$ cat src/rtl/zdos_pkg.sv
// zdos_pkg: shared types and constants for the DOS/shadow-ROM mode controller.
package zdos_pkg;

  localparam int DLY_W = 4;

  localparam logic [7:0] ENTRY_PAGE_DEF = 8'h3D;
  localparam logic [7:0] EXIT_LIMIT_DEF = 8'h40;

  typedef enum logic [1:0] {
    ST_OFF     = 2'd0,
    ST_ARM_ON  = 2'd1,
    ST_ON      = 2'd2,
    ST_ARM_OFF = 2'd3
  } zdos_state_e;

  // True while a delayed switch is waiting for its counter to expire.
  function automatic logic is_arm(input zdos_state_e s);
    return (s == ST_ARM_ON) || (s == ST_ARM_OFF);
  endfunction

endpackage

$ cat src/rtl/zdos_ctrl_if.sv
// zdos_ctrl_if: bus-decoder side signals of the DOS mode controller.
// master = bus decoder / software pulse source, slave = zdos_ctrl.
interface zdos_ctrl_if #(
  parameter int FORCE_CNT = 2
);
  logic                 m1_fetch;
  logic [7:0]           m1_addr_hi;
  logic                 rom48_sel;
  logic                 dos_turn_on;
  logic                 dos_turn_off;
  logic [FORCE_CNT-1:0] force_on;
  logic                 dos;
  logic                 dos_pending;
  logic                 dos_change;
  logic [15:0]          dos_m1_cnt;

  modport master (
    output m1_fetch, m1_addr_hi, rom48_sel, dos_turn_on, dos_turn_off, force_on,
    input  dos, dos_pending, dos_change, dos_m1_cnt
  );

  modport slave (
    input  m1_fetch, m1_addr_hi, rom48_sel, dos_turn_on, dos_turn_off, force_on,
    output dos, dos_pending, dos_change, dos_m1_cnt
  );
endinterface

$ cat src/rtl/zdos_dly.sv
// zdos_dly: loadable down-counter with zero flag, shared by both arm directions.
module zdos_dly
  import zdos_pkg::*;
(
  input  logic             fclk,
  input  logic             rst,
  input  logic             clr,
  input  logic             load,
  input  logic [DLY_W-1:0] load_val,
  input  logic             dec,
  output logic             zero
);

  logic [DLY_W-1:0] cnt;

  // Clear beats load beats decrement; the count parks at zero.
  always_ff @(posedge fclk) begin
    if (rst) begin
      cnt <= '0;
    end else if (clr) begin
      cnt <= '0;
    end else if (load) begin
      cnt <= load_val;
    end else if (dec && (cnt != '0)) begin
      cnt <= cnt - 1'b1;
    end
  end

  assign zero = (cnt == '0);

endmodule

$ cat src/rtl/zdos_ctrl.sv
// zdos_ctrl: DOS/shadow-ROM mode controller with force inputs, automatic
// entry/exit on M1 fetch addresses and programmable switch latency.
// Optional macro ZDOS_M1_CNT_EN adds a saturating DOS M1 fetch counter;
// without it dos_m1_cnt is tied to zero.
//
// state     | meaning
// ST_OFF    | DOS unmapped, watching for entry fetches
// ST_ARM_ON | entry seen, waiting ON_DELAY before mapping DOS
// ST_ON     | DOS mapped (reset state), watching for RAM execution
// ST_ARM_OFF| exit seen, waiting OFF_DELAY before unmapping DOS
module zdos_ctrl
  import zdos_pkg::*;
#(
  parameter int         FORCE_CNT  = 2,
  parameter logic [7:0] ENTRY_PAGE = ENTRY_PAGE_DEF,
  parameter logic [7:0] EXIT_LIMIT = EXIT_LIMIT_DEF,
  parameter int         ON_DELAY   = 1,
  parameter int         OFF_DELAY  = 1
) (
  input  logic        fclk,
  input  logic        rst,
  zdos_ctrl_if.slave  bus
);

  if (FORCE_CNT < 1 || FORCE_CNT > 8) begin : g_bad_force_cnt
    $error("zdos_ctrl: FORCE_CNT must be 1..8");
  end
  if (ON_DELAY < 0 || ON_DELAY > 15) begin : g_bad_on_delay
    $error("zdos_ctrl: ON_DELAY must be 0..15");
  end
  if (OFF_DELAY < 0 || OFF_DELAY > 15) begin : g_bad_off_delay
    $error("zdos_ctrl: OFF_DELAY must be 0..15");
  end

  // Arming loads delay-1 so the switch lands exactly DELAY edges after arming.
  localparam logic [DLY_W-1:0] ON_LD  = (ON_DELAY  > 0) ? DLY_W'(ON_DELAY  - 1) : '0;
  localparam logic [DLY_W-1:0] OFF_LD = (OFF_DELAY > 0) ? DLY_W'(OFF_DELAY - 1) : '0;

  zdos_state_e      st_q, st_nxt;
  logic             dos_r, dos_prev, dos_change_r, dos_nxt;
  logic             force_any, entry_hit, exit_hit;
  logic             dly_clr, dly_load, dly_dec, dly_zero;
  logic [DLY_W-1:0] dly_val;

  assign force_any = |bus.force_on;
  assign entry_hit = bus.m1_fetch && (bus.m1_addr_hi == ENTRY_PAGE) && bus.rom48_sel;
  assign exit_hit  = bus.m1_fetch && (bus.m1_addr_hi >= EXIT_LIMIT);

  // Next state: force, then off pulse, then on pulse, then auto events, then expiry.
  always_comb begin
    st_nxt   = st_q;
    dly_load = 1'b0;
    dly_val  = '0;
    if (force_any) begin
      st_nxt = ST_ON;
    end else if (bus.dos_turn_off) begin
      st_nxt = ST_OFF;
    end else if (bus.dos_turn_on) begin
      st_nxt = ST_ON;
    end else begin
      case (st_q)
        ST_OFF: begin
          if (entry_hit) begin
            if (ON_DELAY == 0) begin
              st_nxt = ST_ON;
            end else begin
              st_nxt   = ST_ARM_ON;
              dly_load = 1'b1;
              dly_val  = ON_LD;
            end
          end
        end
        ST_ON: begin
          if (exit_hit) begin
            if (OFF_DELAY == 0) begin
              st_nxt = ST_OFF;
            end else begin
              st_nxt   = ST_ARM_OFF;
              dly_load = 1'b1;
              dly_val  = OFF_LD;
            end
          end
        end
        ST_ARM_ON: begin
          if (exit_hit) begin
            st_nxt = ST_OFF;
          end else if (dly_zero) begin
            st_nxt = ST_ON;
          end
        end
        ST_ARM_OFF: begin
          if (entry_hit) begin
            st_nxt = ST_ON;
          end else if (dly_zero) begin
            st_nxt = ST_OFF;
          end
        end
        default: st_nxt = ST_ON;
      endcase
    end
  end

  // Counter only runs while staying in an arm state; any exit clears it.
  always_comb begin
    dly_clr = !is_arm(st_nxt);
    dly_dec = is_arm(st_q) && is_arm(st_nxt) && !dly_load;
    dos_nxt = (st_nxt == ST_ON) || (st_nxt == ST_ARM_OFF);
  end

  zdos_dly u_dly (
    .fclk     (fclk),
    .rst      (rst),
    .clr      (dly_clr),
    .load     (dly_load),
    .load_val (dly_val),
    .dec      (dly_dec),
    .zero     (dly_zero)
  );

  // State, dos flag and toggle detector; dos_prev resets to 1 so release is silent.
  always_ff @(posedge fclk) begin
    if (rst) begin
      st_q         <= ST_ON;
      dos_r        <= 1'b1;
      dos_prev     <= 1'b1;
      dos_change_r <= 1'b0;
    end else begin
      st_q         <= st_nxt;
      dos_r        <= dos_nxt;
      dos_prev     <= dos_r;
      dos_change_r <= dos_r ^ dos_prev;
    end
  end

  assign bus.dos         = dos_r;
  assign bus.dos_pending = is_arm(st_q);
  assign bus.dos_change  = dos_change_r;

`ifdef ZDOS_M1_CNT_EN
  logic [15:0] m1_cnt;

  // Count fetches spent in DOS; every DOS entry restarts from zero.
  always_ff @(posedge fclk) begin
    if (rst) begin
      m1_cnt <= '0;
    end else if (dos_nxt && !dos_r) begin
      m1_cnt <= '0;
    end else if (bus.m1_fetch && dos_r && (m1_cnt != 16'hFFFF)) begin
      m1_cnt <= m1_cnt + 16'd1;
    end
  end

  assign bus.dos_m1_cnt = m1_cnt;
`else
  assign bus.dos_m1_cnt = '0;
`endif

endmodule

$ cat src/flat_wrapper.sv
// flat-port wrapper written by rule: the top's interface ports become plain ports
module zdos_ctrl_flat import zdos_pkg::*;
#(
  parameter int         FORCE_CNT  = 2,
  parameter logic [7:0] ENTRY_PAGE = ENTRY_PAGE_DEF,
  parameter logic [7:0] EXIT_LIMIT = EXIT_LIMIT_DEF,
  parameter int         ON_DELAY   = 1,
  parameter int         OFF_DELAY  = 1
)
  (fclk, rst, bus_m1_fetch, bus_m1_addr_hi, bus_rom48_sel, bus_dos_turn_on, bus_dos_turn_off, bus_force_on, bus_dos, bus_dos_pending, bus_dos_change, bus_dos_m1_cnt);
  zdos_ctrl_if #(.FORCE_CNT(FORCE_CNT)) bus_i ();
  input  logic fclk;
  input  logic rst;
  input wire logic [$bits(bus_i.m1_fetch)-1:0] bus_m1_fetch;
  input wire logic [$bits(bus_i.m1_addr_hi)-1:0] bus_m1_addr_hi;
  input wire logic [$bits(bus_i.rom48_sel)-1:0] bus_rom48_sel;
  input wire logic [$bits(bus_i.dos_turn_on)-1:0] bus_dos_turn_on;
  input wire logic [$bits(bus_i.dos_turn_off)-1:0] bus_dos_turn_off;
  input wire logic [$bits(bus_i.force_on)-1:0] bus_force_on;
  output wire logic [$bits(bus_i.dos)-1:0] bus_dos;
  output wire logic [$bits(bus_i.dos_pending)-1:0] bus_dos_pending;
  output wire logic [$bits(bus_i.dos_change)-1:0] bus_dos_change;
  output wire logic [$bits(bus_i.dos_m1_cnt)-1:0] bus_dos_m1_cnt;
  assign bus_i.m1_fetch = bus_m1_fetch;
  assign bus_i.m1_addr_hi = bus_m1_addr_hi;
  assign bus_i.rom48_sel = bus_rom48_sel;
  assign bus_i.dos_turn_on = bus_dos_turn_on;
  assign bus_i.dos_turn_off = bus_dos_turn_off;
  assign bus_i.force_on = bus_force_on;
  assign bus_dos = bus_i.dos;
  assign bus_dos_pending = bus_i.dos_pending;
  assign bus_dos_change = bus_i.dos_change;
  assign bus_dos_m1_cnt = bus_i.dos_m1_cnt;
  zdos_ctrl #(.FORCE_CNT(FORCE_CNT), .ENTRY_PAGE(ENTRY_PAGE), .EXIT_LIMIT(EXIT_LIMIT), .ON_DELAY(ON_DELAY), .OFF_DELAY(OFF_DELAY)) u_core (.fclk(fclk), .rst(rst), .bus(bus_i));
endmodule
$ cat config.mk
export PLATFORM = sky130hd
export DESIGN_NAME = zdos_ctrl_flat
export DESIGN_NICKNAME = d
export VERILOG_FILES = /design/src/rtl/zdos_pkg.sv /design/src/rtl/zdos_ctrl_if.sv /design/src/rtl/zdos_dly.sv /design/src/rtl/zdos_ctrl.sv /design/src/flat_wrapper.sv
export SDC_FILE = /design/constraint.sdc
export NUM_CORES = 1
export LEC_CHECK = 0
export CAP_MARGIN = 20
export CORE_UTILIZATION = 33
export DETAILED_ROUTE_END_ITERATION = 10
export GPL_TIMING_DRIVEN = 0
export PLACE_DENSITY_LB_ADDON = 0.05
export SKIP_LAST_GASP = 1
export SYNTH_ARGS = -nofsm -noshare
export SYNTH_HDL_FRONTEND = slang
export SYNTH_SLANG_ARGS = --single-unit
$ cat constraint.sdc
create_clock -name fclk -period 2.2 [get_ports fclk]
set_input_delay 0.44 -clock fclk [delete_from_list [all_inputs] [get_ports fclk]]
set_output_delay 0.44 -clock fclk [all_outputs]
set_load 0.05 [all_outputs]
==> images/util_map.png <==
Bar = 10 microns. 8 x 8 tiles, from white (low) to dark blue (high), 0 to 100% covered.
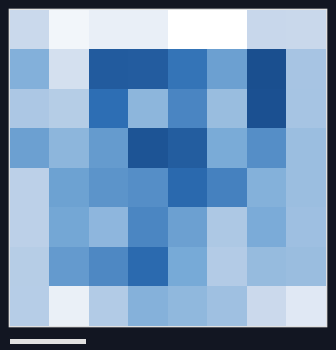
13% of the tiles are over 75% full. 3.1% of the tiles are nearly empty. The fullest tile reaches 88%. The mean over all tiles is 45%. The densest ninth of the die: center.
post-layout utilization of the core: 57.7%
core area: 1370 sq um
Core Util at FP: 37.4%

==> images/placed.png <==
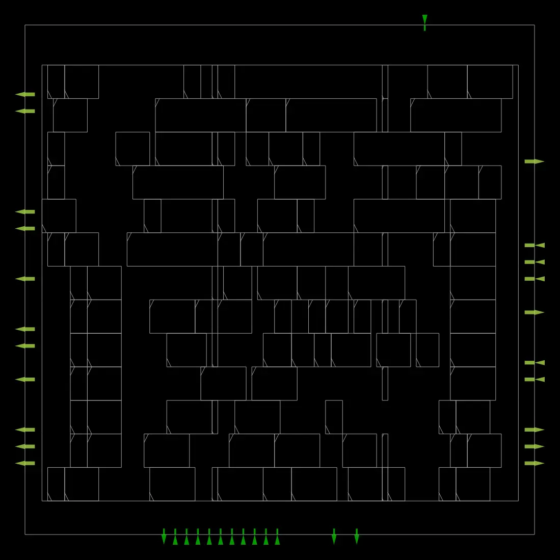
std cell rows: 13
sequential fraction of total cell area: 20.3%

==> images/port_trees.png <==
Bar = 10 microns.
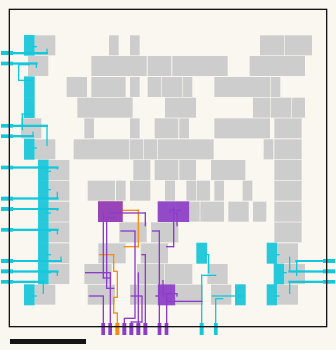
`bus_m1_addr_hi`: drawn in purple, bits 8, direction input, end cells 4, wire 116 microns. `bus_dos_m1_cnt`: drawn in cyan, bits 16, direction output, end cells 16, wire 112 microns. `bus_rom48_sel`: drawn in orange, bits 1, direction input, end cells 1, wire 23.3 microns.
number of port buffers: 18
number of placed I/O pins: 35

[power breakdown]
group / switching, mW / internal, mW
combinational: 0.0786 / 0.0489
sequential: 0.000694 / 0.146
clock: 0.0508 / 0.0625
[area by class of cell]
cell class / count / share of cell area, %
Tap cell: 15 / 2.38
Multi-Input combinational cell: 49 / 34.0
Timing Repair Buffer: 18 / 22.9
Clock buffer: 3 / 2.86
Sequential cell: 8 / 20.3
Inverter: 3 / 1.43
Buffer: 18 / 16.2
[per-layer routing]
| metal | share of wire, % | global-route usage (%) | vias up |
|---|---|---|---|
| met5 | 0 | 0 | - |
| met4 | 0 | 0 | 0 |
| met3 | 13 | 7.98 | 0 |
| met2 | 46 | 21.9 | 25 |
| met1 | 41 | 11.7 | 193 |
| li1 | - | - | 250 |
==> reports/qor.rpt <==
==================================================================================================
Synth async-reset ratio                                                                         0%
Number of standard cells reported by yosys                                                      63
Yosys synthesis warning count                                                                    0
Worst Path Arrival                                                                         1.57 ns
Die Wd                                                                                41.3 microns
Placement-stage cell area                                                                766 sq um
WS Path Type                                                                          flop to output pin
Share of the clock period used by the worst path after layout                                91.6%
Clock transition time at the flip-flop clock pins of the worst setup and hold paths        0.05 ns
Run status                                                                            finished, final reports clean
Largest register FFs                                                                             4
Mean post-synth cell area                                                               8.10 sq um
Most common logic cells in the final layout                                           sky130_fd_sc_hd__clkdlybuf4s50_1, sky130_fd_sc_hd__buf_4, sky130_fd_sc_hd__conb_1, sky130_fd_sc_hd__nor2_1, sky130_fd_sc_hd__dfxtp_1
Fill count                                                                                     138
Top reg by flops                                                                      u_core.u_dly.cnt
CP bufs+invs                                                                                     2
Worst Setup Slack, final                                                                  0.185 ns
Post-synthesis register bit count                                                                8
Final Hold Viols                                                                                 0
Total Die Area                                                                          1710 sq um
H-tree Lvls                                                                                      1
Routed via count                                                                               468
Cell leakage power                                                                        0.360 nW
Post-layout power                                                                           388 uW
Total number of cells along the worst setup path                                                 2
Ordered cell list for the critical path                                               clkbuf_1, clkdlybuf4s50_1
Layout cells sized above 1                                                                   21.2%
Register-to-register path setup slack                                                      0.55 ns
Largest cells by area after synthesis                                                 sky130_fd_sc_hd__dfxtp_1, sky130_fd_sc_hd__buf_4, sky130_fd_sc_hd__nor2_1
Total wire length                                                                      955 microns
Number of warnings in the stage logs                                                            26
Number of sinks handled by clock tree synthesis                                                  8
Worst-case clock buffer depth                                                                    2
Post-Synth XOR/XNOR Area                                                                     5.15%
HPWL after detailed placement                                                          799 microns
Worst slew margin relative to its limit                                                      64.9%
==================================================================================================
Power figures rest on the tool's default switching activity, not on a simulated workload.
